===== src/rtl/fetch_stage.sv =====
// Instruction-fetch stage: owns the PC, addresses the combinational instruction
// memory and registers the returned word into IF/ID, with stall, redirect and ECALL halt.
module fetch_stage #(
  parameter int              IMW       = 4,
  parameter int              IW        = 32,
  parameter logic [IW-1:0]   NOP       = 'h00000013,
  parameter logic [IW-1:0]   HALT_INSN = 'h00000073,
  parameter int              CW        = 16
) (
  input  logic             clk,
  input  logic             rst,
  output logic [IMW-1:0]   im_addr,
  input  logic [IW-1:0]    im_data,
  input  logic             stall,
  input  logic             redirect,
  input  logic [IMW+1:0]   redirect_pc,
  output logic [IMW+1:0]   pc,
  output logic [IW-1:0]    if_id_instr,
  output logic [IMW+1:0]   if_id_pc,
  output logic             if_id_valid,
  output logic             halted,
  output logic [CW-1:0]    fetch_count
);

  typedef enum logic [1:0] {BOOT = 2'd0, RUN = 2'd1, HALTED = 2'd2} state_e;

  state_e           state_q, state_d;
  logic [IMW+1:0]   pc_q, pc_d;
  logic [IW-1:0]    instr_q, instr_d;
  logic [IMW+1:0]   ifpc_q, ifpc_d;
  logic             valid_q, valid_d;
  logic [CW-1:0]    count_q, count_d;
  logic             halted_q;

  // Redirect targets are word aligned; masking keeps every input bit in use.
  logic [IMW+1:0]   redir_aligned;
  assign redir_aligned = redirect_pc & ~(IMW+2)'(3);

  always_comb begin
    state_d = state_q;
    pc_d    = pc_q;
    instr_d = NOP;
    ifpc_d  = '0;
    valid_d = 1'b0;
    count_d = count_q;
    unique case (state_q)
      BOOT: state_d = RUN;
      RUN: begin
        if (redirect) begin
          pc_d = redir_aligned;
        end else if (stall) begin
          instr_d = instr_q;
          ifpc_d  = ifpc_q;
          valid_d = valid_q;
        end else begin
          instr_d = im_data;
          ifpc_d  = pc_q;
          valid_d = 1'b1;
          count_d = (count_q == '1) ? count_q : count_q + 1'b1;
          if (im_data == HALT_INSN) state_d = HALTED;
          else                      pc_d    = pc_q + (IMW+2)'(4);
        end
      end
      HALTED: state_d = HALTED;
      default: state_d = BOOT;
    endcase
  end

  always_ff @(posedge clk or posedge rst) begin
    if (rst) begin
      state_q  <= BOOT;
      pc_q     <= '0;
      instr_q  <= NOP;
      ifpc_q   <= '0;
      valid_q  <= 1'b0;
      count_q  <= '0;
      halted_q <= 1'b0;
    end else begin
      state_q  <= state_d;
      pc_q     <= pc_d;
      instr_q  <= instr_d;
      ifpc_q   <= ifpc_d;
      valid_q  <= valid_d;
      count_q  <= count_d;
      // Lags the state by one edge so decode sees the ECALL before halted rises.
      halted_q <= (state_q == HALTED);
    end
  end

  assign im_addr     = pc_q[IMW+1:2];
  assign pc          = pc_q;
  assign if_id_instr = instr_q;
  assign if_id_pc    = ifpc_q;
  assign if_id_valid = valid_q;
  assign halted      = halted_q;
  assign fetch_count = count_q;

endmodule

===== config.mk =====
export PLATFORM = sky130hd
export DESIGN_NAME = fetch_stage
export DESIGN_NICKNAME = d
export VERILOG_FILES = /design/src/rtl/fetch_stage.sv
export SDC_FILE = /design/constraint.sdc
export NUM_CORES = 1
export LEC_CHECK = 0
export CAP_MARGIN = 15
export CORE_MARGIN = 2
export CORE_UTILIZATION = 44
export CTS_CLUSTER_DIAMETER = 200
export DETAILED_ROUTE_END_ITERATION = 6
export PLACE_DENSITY = 0.81
export SETUP_SLACK_MARGIN = 0.2
export SLEW_MARGIN = 20
export SYNTH_ARGS = -nofsm -noshare
export SYNTH_HDL_FRONTEND = slang
export SYNTH_SLANG_ARGS = --single-unit
export TNS_END_PERCENT = 50

===== constraint.sdc =====
create_clock -name clk -period 2.54 [get_ports clk]
set_input_delay 0.508 -clock clk [delete_from_list [all_inputs] [get_ports clk]]
set_output_delay 0.508 -clock clk [all_outputs]
set_load 0.005 [all_outputs]

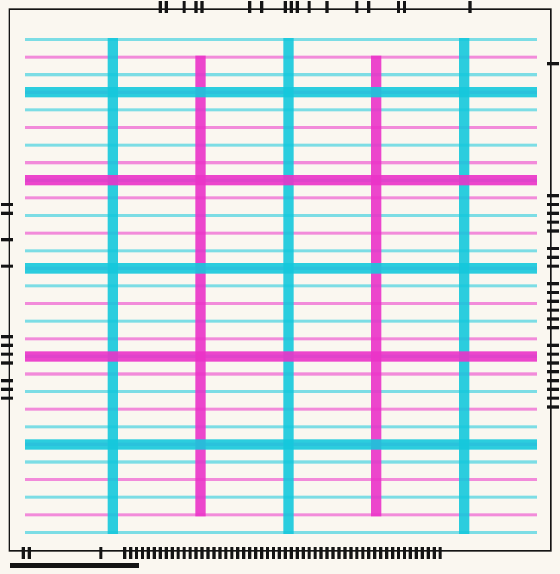
Fig. 1. Power grid (run 1).
Bar = 20 microns. Pins as bars on the die edge.
| color | net |
|---|---|
| cyan | VSS |
| magenta | VDD |
met5 straps: 5
met4 straps: 5
rows: 28

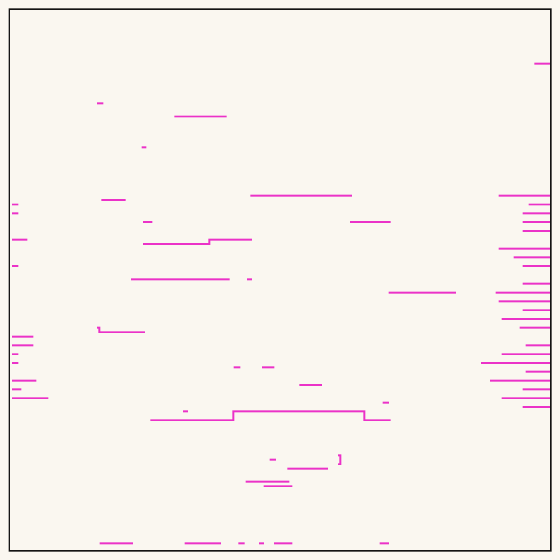
Fig. 2. Metal 3 (run 1).
nets with wire on the layer: 49
wire length on this layer: 311 microns
met3 global-route usage: 5.37%
vias: 2319
DRT Wirelength: 7390 microns

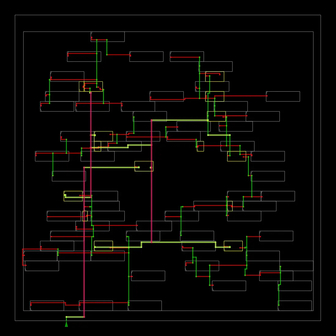
Fig. 3. Clock wiring as the flow saved it (run 1).
clock group power: 0.733 mW
# clk buffers: 13
Seq cells: 61

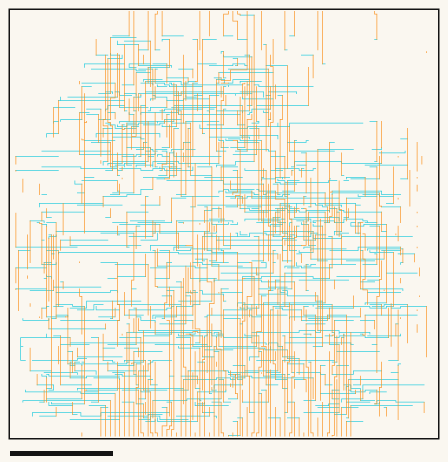
Fig. 4. Signal wires by layer (run 1).
Bar = 20 microns. Two of the layers only.
| color | layer | wire length |
|---|---|---|
| orange | met2 | 3600 microns |
| cyan | met1 | 3250 microns |

==> results_dict.tcl, run 1 <==
# metrics dict for downstream scripts
set metrics [dict create \
    grt_max_degree 62 \
    hp-start "if_id_pc[2]" \
    cts.clk_slew.worst_paths_ns 0.06 \
    hold_end "if_id_pc[2]" \
    std_cell_rows 28 \
    grt_antenna_before_repair 0 \
    synthFlopType "dfrtp_1" \
    worstSetupPathType "primary input to flip-flop" \
    first_pass_iters 4 \
    antenna_cells 0 \
    syn_avg_cell_area_sq_um 11.9 \
    wl_per_cell_microns 17.5 \
    h-tree-depth 3 \
    crit_slowest_cell "clkdlybuf4s50_1" \
    r2r_setup_slack_ns 0.34 \
    fin_cells 422 \
    worst-endpoint-arrival_ns 2.47 \
    met2_usage_pct 35.4 \
    fillers 470 \
    nNetsFinal 390 \
    ys_seq_share_pct 55.1 \
    die.size.y_microns 83.4 \
    p_per_area_nw_per_um2 587 \
    drc 0 \
    drive_above_1_share_pct 11.5 \
    combGateArea_sq_um 1100 \
    ys_cells 233 \
    hold_depth 2 \
    fp.coreArea_sq_um 6030 \
    dpl_cell_area_sq_um 3920 \
    final_cell_area_sq_um 4080 \
    synth_area_leader_cell "dfrtp_1" \
    area_delta_synth_final_pct 47.0 \
    endpoint_kind "flip-flop" \
    cp_data_required_time_ns 2.76 \
    path_cells "clkdlybuf4s50_1 > nor4_1 > nand4_1 > o41ai_2 > buf_4 > mux2_2" \
    ys_async_sr_fraction_pct 100 \
    irDropWorstVdd_mv 0.409 \
    worst_setup_path_start_kind "primary input" \
    rsz0062_at_grt "true" \
    reg2reg_depth 6 \
    status "complete, no violations" \
    max-cap-violations 0 \
    cts.path.max_buffers 2 \
    ios 108 \
    numSynthFlops 61 \
    finalSetupViolCount 0 \
    hold_ws_ns 0.490 \
    edf_count 0 \
    total_leakage_power_nw 1.78 \
    numClockSinks 61 \
    finClkSkew_ns 0.00960 \
    synthesis.area_sq_um 2780 \
    synth_warnings 0 \
    chipArea_sq_um 6960 \
    dp_cells 407 \
    die_w_microns 83.4 \
    register_area_sq_um 1530 \
]
## run 1: worst max path at each step
stage	start	end	slack [ns]
2_1_floorplan	state_q[1]	fetch_count[5]	0.37
3_3_place_gp	im_data[12]	state_q[1]	-0.01
3_5_place_dp	im_data[15]	state_q[0]	-0.03
4_1_cts	im_data[15]	state_q[0]	0.29
5_1_grt	state_q[1]	fetch_count[9]	0.17
6_report	im_data[15]	state_q[0]	0.29
## run 1: final cells by class
type                            instances  share of cell area [%]
Sequential cell                        61                    37.5
Timing Repair Buffer                  117                    28.1
Multi-Input combinational cell        142                    27.1
Clock buffer                           13                    3.65
Tap cell                               75                    2.30
Inverter                               12                    1.10
Clock inverter                          2                   0.245
## run 1: power breakdown
part / switching, mW / total (mW) / internal [mW]
combinational: 0.202 / 0.510 / 0.309
clock: 0.360 / 0.733 / 0.373
sequential: 0.0917 / 1.15 / 1.06
## run 1: routing by layer
| metal | up-vias | part of all wire, % |
|---|---|---|
| met5 | - | 0 |
| met4 | 0 | 3.1 |
| met3 | 22 | 4.2 |
| met2 | 72 | 49 |
| met1 | 1136 | 44 |
| li1 | 1089 | - |
## run 1: state kept, by name (all words and copies together) (netlist names)
name         count
if_id_instr     32
fetch_count     16
if_id_pc         5
pc               4
state_q          2
halted           1
if_id_valid      1
## run 1: worst min-delay path, stage by stage, from the launching register on
cell and delay, ns:
dfrtp_1 0.35, nand2_1 0.05, o21ai_0 0.06
## run 1: repair_timing
| action | CTS | global route |
|---|---|---|
| endpoints found under the hold margin | 0 | 0 |
| setup endpoints to repair | 0 | 3 |
| gates resized | 0 | 1 |
| buffers inserted | 0 | 0 |
## run 1: placed cells by master (no fill, tap or decap), types with 2 or more instances in the layout
master	Yosys	layout
clkdlybuf4s50_1	0	103
dfrtp_1	58	58
a22o_1	30	30
buf_4	7	13
inv_1	12	11
clkbuf_8	0	10
nand2_1	9	9
xnor2_1	9	9
xor2_1	6	6
nand4_1	5	5
nand3_1	5	5
nor2_1	5	5
a311oi_1	5	5
o21ai_0	5	5
ha_1	5	5
a211oi_1	4	4
nor4_1	4	4
nor2b_1	4	4
nor3_1	5	4
and3_1	3	3
o31ai_1	3	3
and4_1	3	3
mux2_2	3	3
o22a_1	3	3
clkbuf_1	10	3
dfstp_2	3	3
or2_2	2	2
a31oi_1	2	2
o311ai_0	2	2
and2_1	2	2
o2111ai_1	2	2
conb_1	1	2
clkinv_2	0	2
## run 1: cells by family (layout without fill, tap and decap cells)
family                   Yosys count  in the layout  synth area share, %
AND-OR/OR-AND                     63             63                 19.5
XOR/XNOR                          15             15                 4.73
adder cells (fa/ha/maj)            5              5                 2.25
buffers and inverters             31            144                 5.68
flip-flops                        61             61                 55.1
multiplexers                       3              3                 1.22
other                              1              2                0.135
AND/OR/NAND/NOR                   54             54                 11.4
Fig. 5: run 1, the metal 2 layer
Bar = 20 microns.
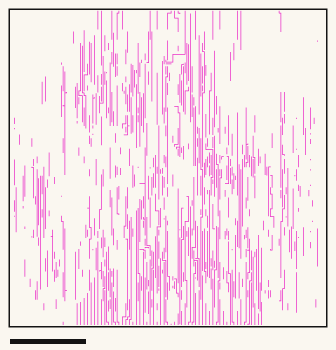

==> run 1 -> run 2 <==
- ABC_AREA: not set -> 1
- CORE_UTILIZATION: 44 -> 45
- CTS_CLUSTER_SIZE: not set -> 40
- PLACE_DENSITY: 0.81 -> 0.8
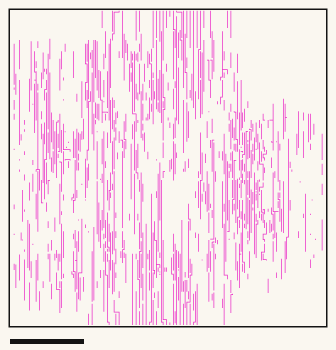
Fig. 6. The metal 2 layer (run 2).
Bar = 20 microns.
nets with wire on the layer: 435
share of all routed wire: 51%
wire length on this layer: 3990 microns
longest straight run: 38.6 microns
GR Util met2: 39.0%
vias: 2780
DRT Wirelength: 7830 microns

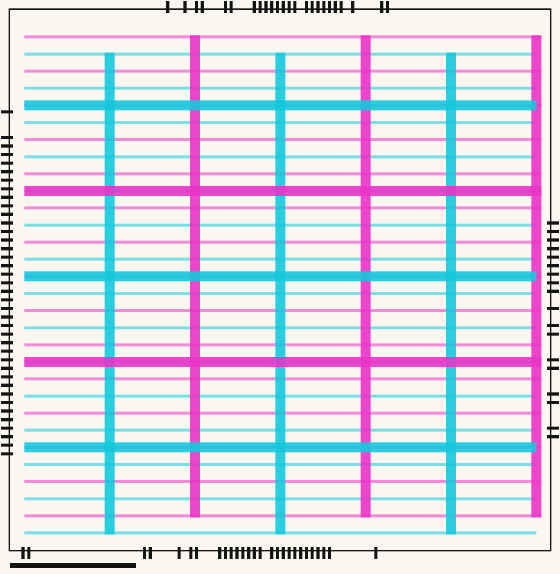
Fig. 7. Power grid (run 2).
Bar = 20 microns. Pins as bars on the die edge.
| color | net |
|---|---|
| magenta | VDD |
| cyan | VSS |
signal pins: 108
rows: 29
met4 straps: 6
core area: 6420 sq um
die x size: 85.9 microns
Die Span Y: 85.9 microns
Max IR drop VDD: 0.388 mV

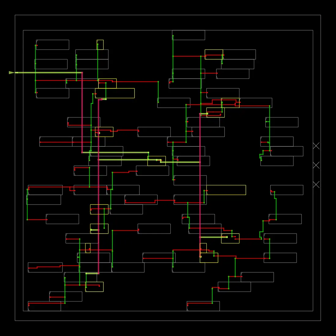
Fig. 8. Clock wiring as the flow saved it (run 2).
# clk buffers: 12
Late-Pin Clk Latency: 0.34 ns
Num CTS Buffers: 9

==> run 2 against run 1 <==
Net effect: the run now ends with DRC left; critical path depth unchanged; power increased by 14%; wire length increased by 6.0%; die size increased by 6.0%; core utilization decreased by 0.38 points; critical path type is now flip-flop to flip-flop; largest power group unchanged; highest routed layer unchanged.
==> results_dict.tcl, run 2 <==
# metrics dict for downstream scripts
set metrics [dict create \
    worst-path-buf-inv 2 \
    fp-utilization_pct 47.0 \
    first_pass_iters 7 \
    crit_path_frequent_cell "inv_1" \
    largest_reg_flops 32 \
    vias_per_cell 5.19 \
    lay_top_count "nand2_1" \
    cp_max_fo 18 \
    r2r_setup_slack_ns 0.63 \
    port_buffers 103 \
    cts.clk_slew.worst_paths_ns 0.07 \
    nNetsFinal 501 \
    place_hpwl_microns 5780 \
    hold_buffers 0 \
    slowest_delay_ns 0.41 \
    ys_async_sr_fraction_pct 100 \
    worst-endpoint-arrival_ns 2.15 \
    synthFlopType "dfrtp_1" \
    violations "DRC" \
    chipArea_sq_um 7380 \
    ios 108 \
    fmax_mhz 524 \
    ys_cells 348 \
    first_iter_violations 147 \
    cts.path.max_buffers 2 \
    slew_violations 0 \
    rsz0062_at_grt "false" \
    worstSetupPathType "flip-flop to flip-flop" \
    min_path_type "flip-flop to flip-flop" \
    numClockSinks 61 \
    numSynthFlops 61 \
    status "complete, but fails checks" \
    synth_area_leader_cell "dfrtp_1" \
    area_delta_synth_final_pct 43.3 \
    warnings 30 \
    ant_nets 0 \
    synth_cells 348 \
    grt_pass1_vias 2796 \
    most_common_cell "nand2_1" \
    gp_congestion 0.797 \
    track_usage_pct 22.2 \
    synthesis.area_sq_um 3020 \
    final_cell_area_sq_um 4330 \
    overflow 0 \
    edf_count 0 \
    period_needed_ns 1.91 \
    netlist.area_leader.share_pct 48.1 \
    wl_per_cell_microns 14.6 \
    crit_family "simple AND/OR/NAND/NOR gates" \
    grt_antenna_before_repair 0 \
    max-cap-violations 0 \
    syn_avg_cell_area_sq_um 8.67 \
    drc 3 \
    grt_max_degree 32 \
    antenna_cells 0 \
    grt_pass1_wl_microns 12800 \
    post_cts_resized 0 \
    worst_setup_path_start_kind "flip-flop" \
    h-tree-depth 3 \
    finClkSkew_ns 0.00796 \
    fillers 525 \
    cts_setup_buffers 0 \
    endpoint_kind "flip-flop" \
    top_cells_by_area "dfrtp_1, nand2_1, a22o_1, nand3_1, nor2_1" \
    dpl_cell_area_sq_um 4100 \
    synth_warnings 0 \
    drive_above_1_share_pct 7.63 \
    hold_viol_final 0 \
    cts_tree "yes" \
    yosys_area_sq_um 3020 \
    path_cells "inv_1 > ha_1 > nand2_1 > nor2_4 > inv_1 > o21ai_0" \
    synth_cell_type_count 31 \
    cts-root-buf "clkbuf_8" \
    top_cells_by_count "nand2_1, dfrtp_1, nor2_1, inv_1, nand3_1" \
    ys_seq_share_pct 50.7 \
    final_cell_mix "nand2_1, clkdlybuf4s50_1, dfrtp_1, nor2_1, inv_1" \
    post-route-period-util_pct 75.1 \
    std_cell_rows 29 \
    cp_data_required_time_ns 2.79 \
    p_per_area_nw_per_um2 631 \
    total_leakage_power_nw 2.03 \
    crit_slowest_cell "dfrtp_1" \
    totalNegativeSetupSlack_ns 0 \
    finalSetupViolCount 0 \
]
## run 2: path summary, 6_finish.rpt
kind / to / cells past startpoint / start
max: if_id_instr[11] / 6 / state_q[1]
min: if_id_instr[13] / 2 / if_id_instr[13]
max reg2reg: if_id_instr[11] / 6 / state_q[1]
min reg2reg: if_id_instr[13] / 2 / if_id_instr[13]
max in group asynchronous: if_id_instr[4] / 3 / rst
min in group asynchronous: if_id_instr[18] / 3 / rst
## run 2: layer usage
layer	vias to the layer above	share of wire [%]	GRT usage [%]
li1	1329	-	-
met1	1338	41	25.8
met2	98	51	39.0
met3	15	6.6	6.35
met4	0	1.5	7.94
met5	-	0	0
## run 2: per-stage QoR
step           hold WS (ns)  std cells  power (mW)  utilization [%]  setup WS (ns)
6_report              0.487        536        2.73             67.3          0.633
5_1_grt               0.519        536        2.86             67.3          0.430
4_1_cts               0.488        536        2.74             67.3          0.592
3_5_place_dp          0.472        520        1.76             63.8          0.360
3_3_place_gp          0.467        520        1.74             63.8          0.401
2_1_floorplan         0.476        349        1.44                -          0.524
## run 2: cells by family (layout without fill, tap and decap cells)
family,count (synthesis),after routing,share of synthesized area [%]
other,1,2,0.124
buffers and inverters,47,157,7.71
AOI/OAI and AO/OA,43,43,9.83
and+or+nand+nor,178,178,25.8
DFF,61,61,50.7
adders and majority gates,5,5,2.07
xor gates and xnor gates,13,13,3.77
## run 2: worst register-to-register path: cells and delay by family (launching register included)
kind	cells	cell delay [ns]
compound gates	1	0.27
buf+inv	2	0.41
flops	1	0.41
fa+ha+maj	1	0.26
simple gates	2	0.48
## run 2: final cells by class
class	count	area (sq um)	area share (%)
repair buffers	110	1100	25.3
flip-flops and latches	61	1530	35.4
clock buffers	12	155	3.59
clock inverters	4	70.1	1.62
multi-input cells	241	1260	29.1
inverters	31	119	2.75
well taps	77	96.3	2.23
## run 2: power by group
part | switching, mW | total [mW] | leakage, nW | internal [mW]
Combinational | 0.245 | 0.573 | 1.11 | 0.328
Clock | 0.386 | 0.989 | 0.116 | 0.604
Sequential | 0.105 | 1.17 | 0.801 | 1.06
Total | 0.736 | 2.73 | 2.03 | 1.99
Fig. 9: run 2, metal 3
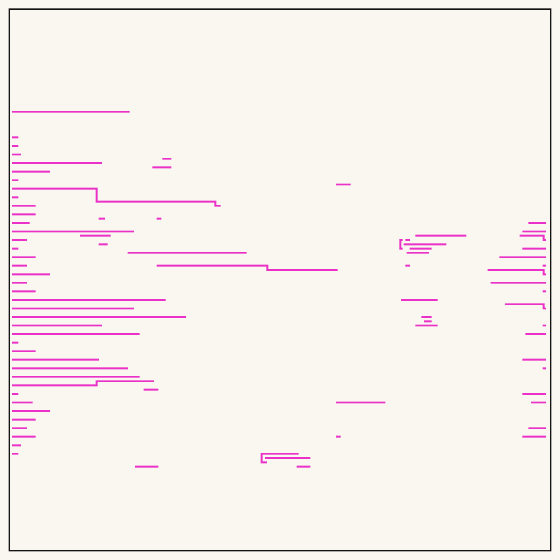

==> run 2 -> run 3 <==
- clock period: 2.54 -> 1.85 ns (I/O delays scaled with it)
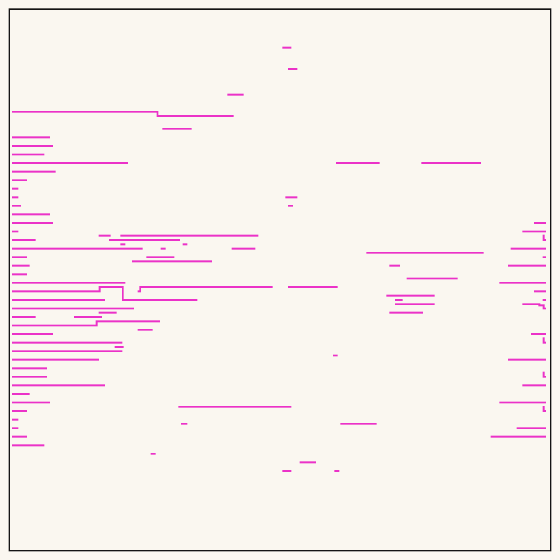
Fig. 10. Metal 3 (run 3).
share of all routed wire: 7.3%
longest straight run: 23.0 microns
nets with wire on the layer: 79
vias: 2872
DRT Wirelength: 8100 microns

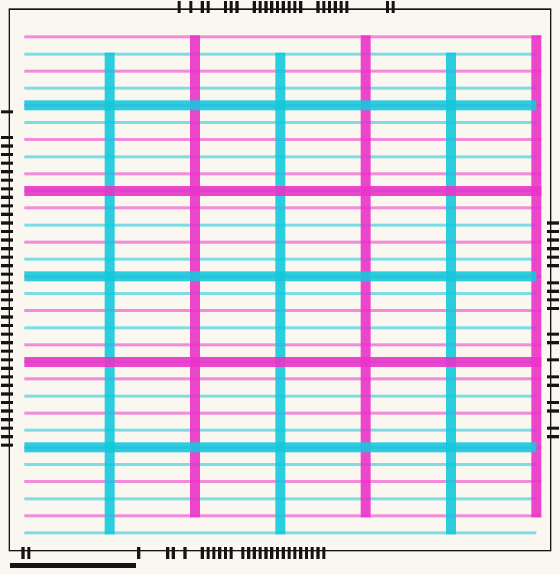
Fig. 11. Power grid (run 3).
Bar = 20 microns. Pins as bars on the die edge.
| color | net |
|---|---|
| magenta | VDD |
| cyan | VSS |
met4 straps: 6
signal pins: 108
met5 straps: 5
met1 rails: 30
Max IR drop VDD: 0.446 mV

==> run 3 against run 2 <==
Net effect: the run still ends with DRC left; sequential power grew 33%; clock power is 0.4% higher; critical path depth shrank 5; via count up 3.3%; register-to-register slack got worse by 0.37 ns; largest power group unchanged.
==> results_dict.tcl, run 3 <==
# metrics dict for downstream scripts
set metrics [dict create \
    synthMuxAreaShare_pct 0 \
    area_delta_synth_final_pct 51.5 \
    numSynthFlops 61 \
    finClkSkew_ns 0.00693 \
    cts.path.max_buffers 2 \
    lay_top_count "nand2_1" \
    std_cell_rows 29 \
    clockPowerShare_pct 28.1 \
    most_common_cell "nand2_1" \
    dpl_cell_area_sq_um 4160 \
    synth_cell_type_count 31 \
    power_mw 3.54 \
    p_seq_share_pct 44.1 \
    ys_sh_adder_pct 2.07 \
    ys_sh_xor_pct 3.77 \
    clock.latency.late_pin_ns 0.34 \
    ant_nets 0 \
    switching_power_mw 1.03 \
    fp.coreArea_sq_um 6420 \
    h-tree-depth 3 \
    wl_per_cell_microns 14.2 \
    cp_max_fo 4 \
    hold_viol_final 0 \
    die_w_microns 85.9 \
    antenna_cells 0 \
    synthesis.area_sq_um 3020 \
    ys_async_sr_fraction_pct 100 \
    violations "DRC" \
    place_hpwl_microns 5680 \
    status "complete, but fails checks" \
    top_cells_by_area "dfrtp_1, nand2_1, a22o_1, nand3_1, nor2_1" \
    chipArea_sq_um 7380 \
    synth_cells 348 \
    synth_warnings 0 \
    worst-endpoint-arrival_ns 1.27 \
    rsz0062_at_grt "true" \
    cts_tree "yes" \
    slowest_delay_ns 0.53 \
    worst-path-buf-inv 1 \
    drc 5 \
    grt_pass1_vias 2717 \
    post-route-period-util_pct 88.6 \
    nNetsFinal 534 \
    warnings 32 \
    gp_congestion 0.809 \
    top_cells_by_count "nand2_1, dfrtp_1, nor2_1, inv_1, nand3_1" \
    final_cell_mix "nand2_1, clkdlybuf4s50_1, dfrtp_1, buf_4, nor2_1" \
    vias_per_cell 5.05 \
    overflow 0 \
    aoi_share_pct 9.83 \
    p_sw_share_pct 29.0 \
    final_cell_area_sq_um 4570 \
    grt_pass1_wl_microns 12600 \
    die.size.y_microns 85.9 \
    max-cap-violations 0 \
]
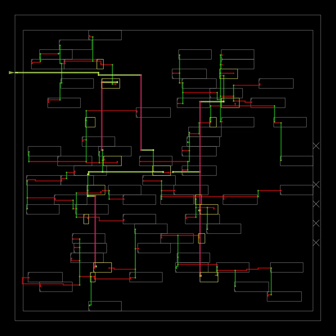
Fig. 12. Clock wiring as the flow saved it (run 3).
# clk buffers: 11
clock sink count: 61

==> run 3: cell count changes in the layout (fill, tap and decap cells not counted), moves of 2 or more <==
cell             delta
dfrtp_1            -13
bufinv_16           -2
clkdlybuf4s50_1     -7
dfrtp_2            +13
clkinv_2            +2
clkbuf_8            -2
dlymetal6s2s_1      +3
buf_12              +3
buf_4              +30
dlygate4sd2_1       +4
clkinvlp_4          +3
==> run 3: metal layers <==
| metal | routed length [microns] | track usage, % | up-vias |
|---|---|---|---|
| met1 | 3280 | 25.9 | 1338 |
| met2 | 4000 | 36.4 | 112 |
| met5 | 0 | 0 | - |
| li1 | - | - | 1400 |
| met4 | 221 | 10.8 | 0 |
| met3 | 593 | 6.45 | 22 |
==> run 3: repair_timing <==
| action | CTS | global route |
|---|---|---|
| gates resized | 11 | 11 |
| hold buffers | 0 | 0 |
| setup buffers | 9 | 20 |
| pin swaps | 0 | 3 |
| endpoints found under the setup margin | 26 | 39 |
==> run 3: path summary, 6_finish.rpt <==
path	cells past startpoint	end	slack [ns]	from
min in group clk	2	if_id_instr[22]	0.48	if_id_instr[22]
max in group asynchronous	3	if_id_instr[4]	1.07	rst
hold / removal	3	fetch_count[4]	0.47	rst
hold reg to reg	2	if_id_instr[22]	0.48	if_id_instr[22]
setup / recovery	1	im_addr[3]	0.21	pc[5]
setup reg to reg	9	fetch_count[2]	0.26	state_q[1]
==> run 3: cell families after synthesis <==
| kind of cell | after synthesis |
|---|---|
| adders and majority gates | 5 |
| DFF | 61 |
| xor gates and xnor gates | 13 |
| other | 1 |
| and+or+nand+nor | 178 |
| buffers and inverters | 47 |
| AOI/OAI and AO/OA | 43 |
==> run 3: layout make-up <==
| type | count | area, sq um |
|---|---|---|
| flip-flops and latches | 61 | 1550 |
| multi-input cells | 241 | 1260 |
| well taps | 77 | 96.3 |
| clock buffers | 11 | 131 |
| inverters | 31 | 126 |
| fillers | 494 | 1850 |
| repair buffers | 143 | 1380 |
| clock inverters | 5 | 27.5 |
==> run 3: power groups by stage <==
stage,combinational [mW],clock [mW],sequential (mW)
2_1_floorplan,0.366,0,1.61
3_3_place_gp,0.792,0,1.61
3_5_place_dp,0.814,0,1.62
4_1_cts,0.915,1.01,1.56
5_1_grt,1.07,1.07,1.57
6_report,0.985,0.993,1.56
==> run 3: metrics by stage <==
stage | util, % | worst slack, ns | std cells | TNS [ns] | hold WS [ns]
3_5_place_dp | 64.8 | -0.0632 | 524 | -0.335 | 0.472
6_report | 71.2 | 0.211 | 569 | 0 | 0.467
5_1_grt | 71.2 | 0.146 | 569 | 0 | 0.496
4_1_cts | 68.3 | 0.146 | 549 | 0 | 0.476
3_3_place_gp | 64.8 | 0.0145 | 524 | 0 | 0.466
2_1_floorplan | - | 0.217 | 349 | 0 | 0.476
==> run 3: worst min-delay path, stage by stage <==
cell and delay (ns):
clkdlybuf4s50_1 0.44, clkinvlp_4 0.10, buf_12 0.29
No activity file was given, so power comes from the tool's default toggle rates.
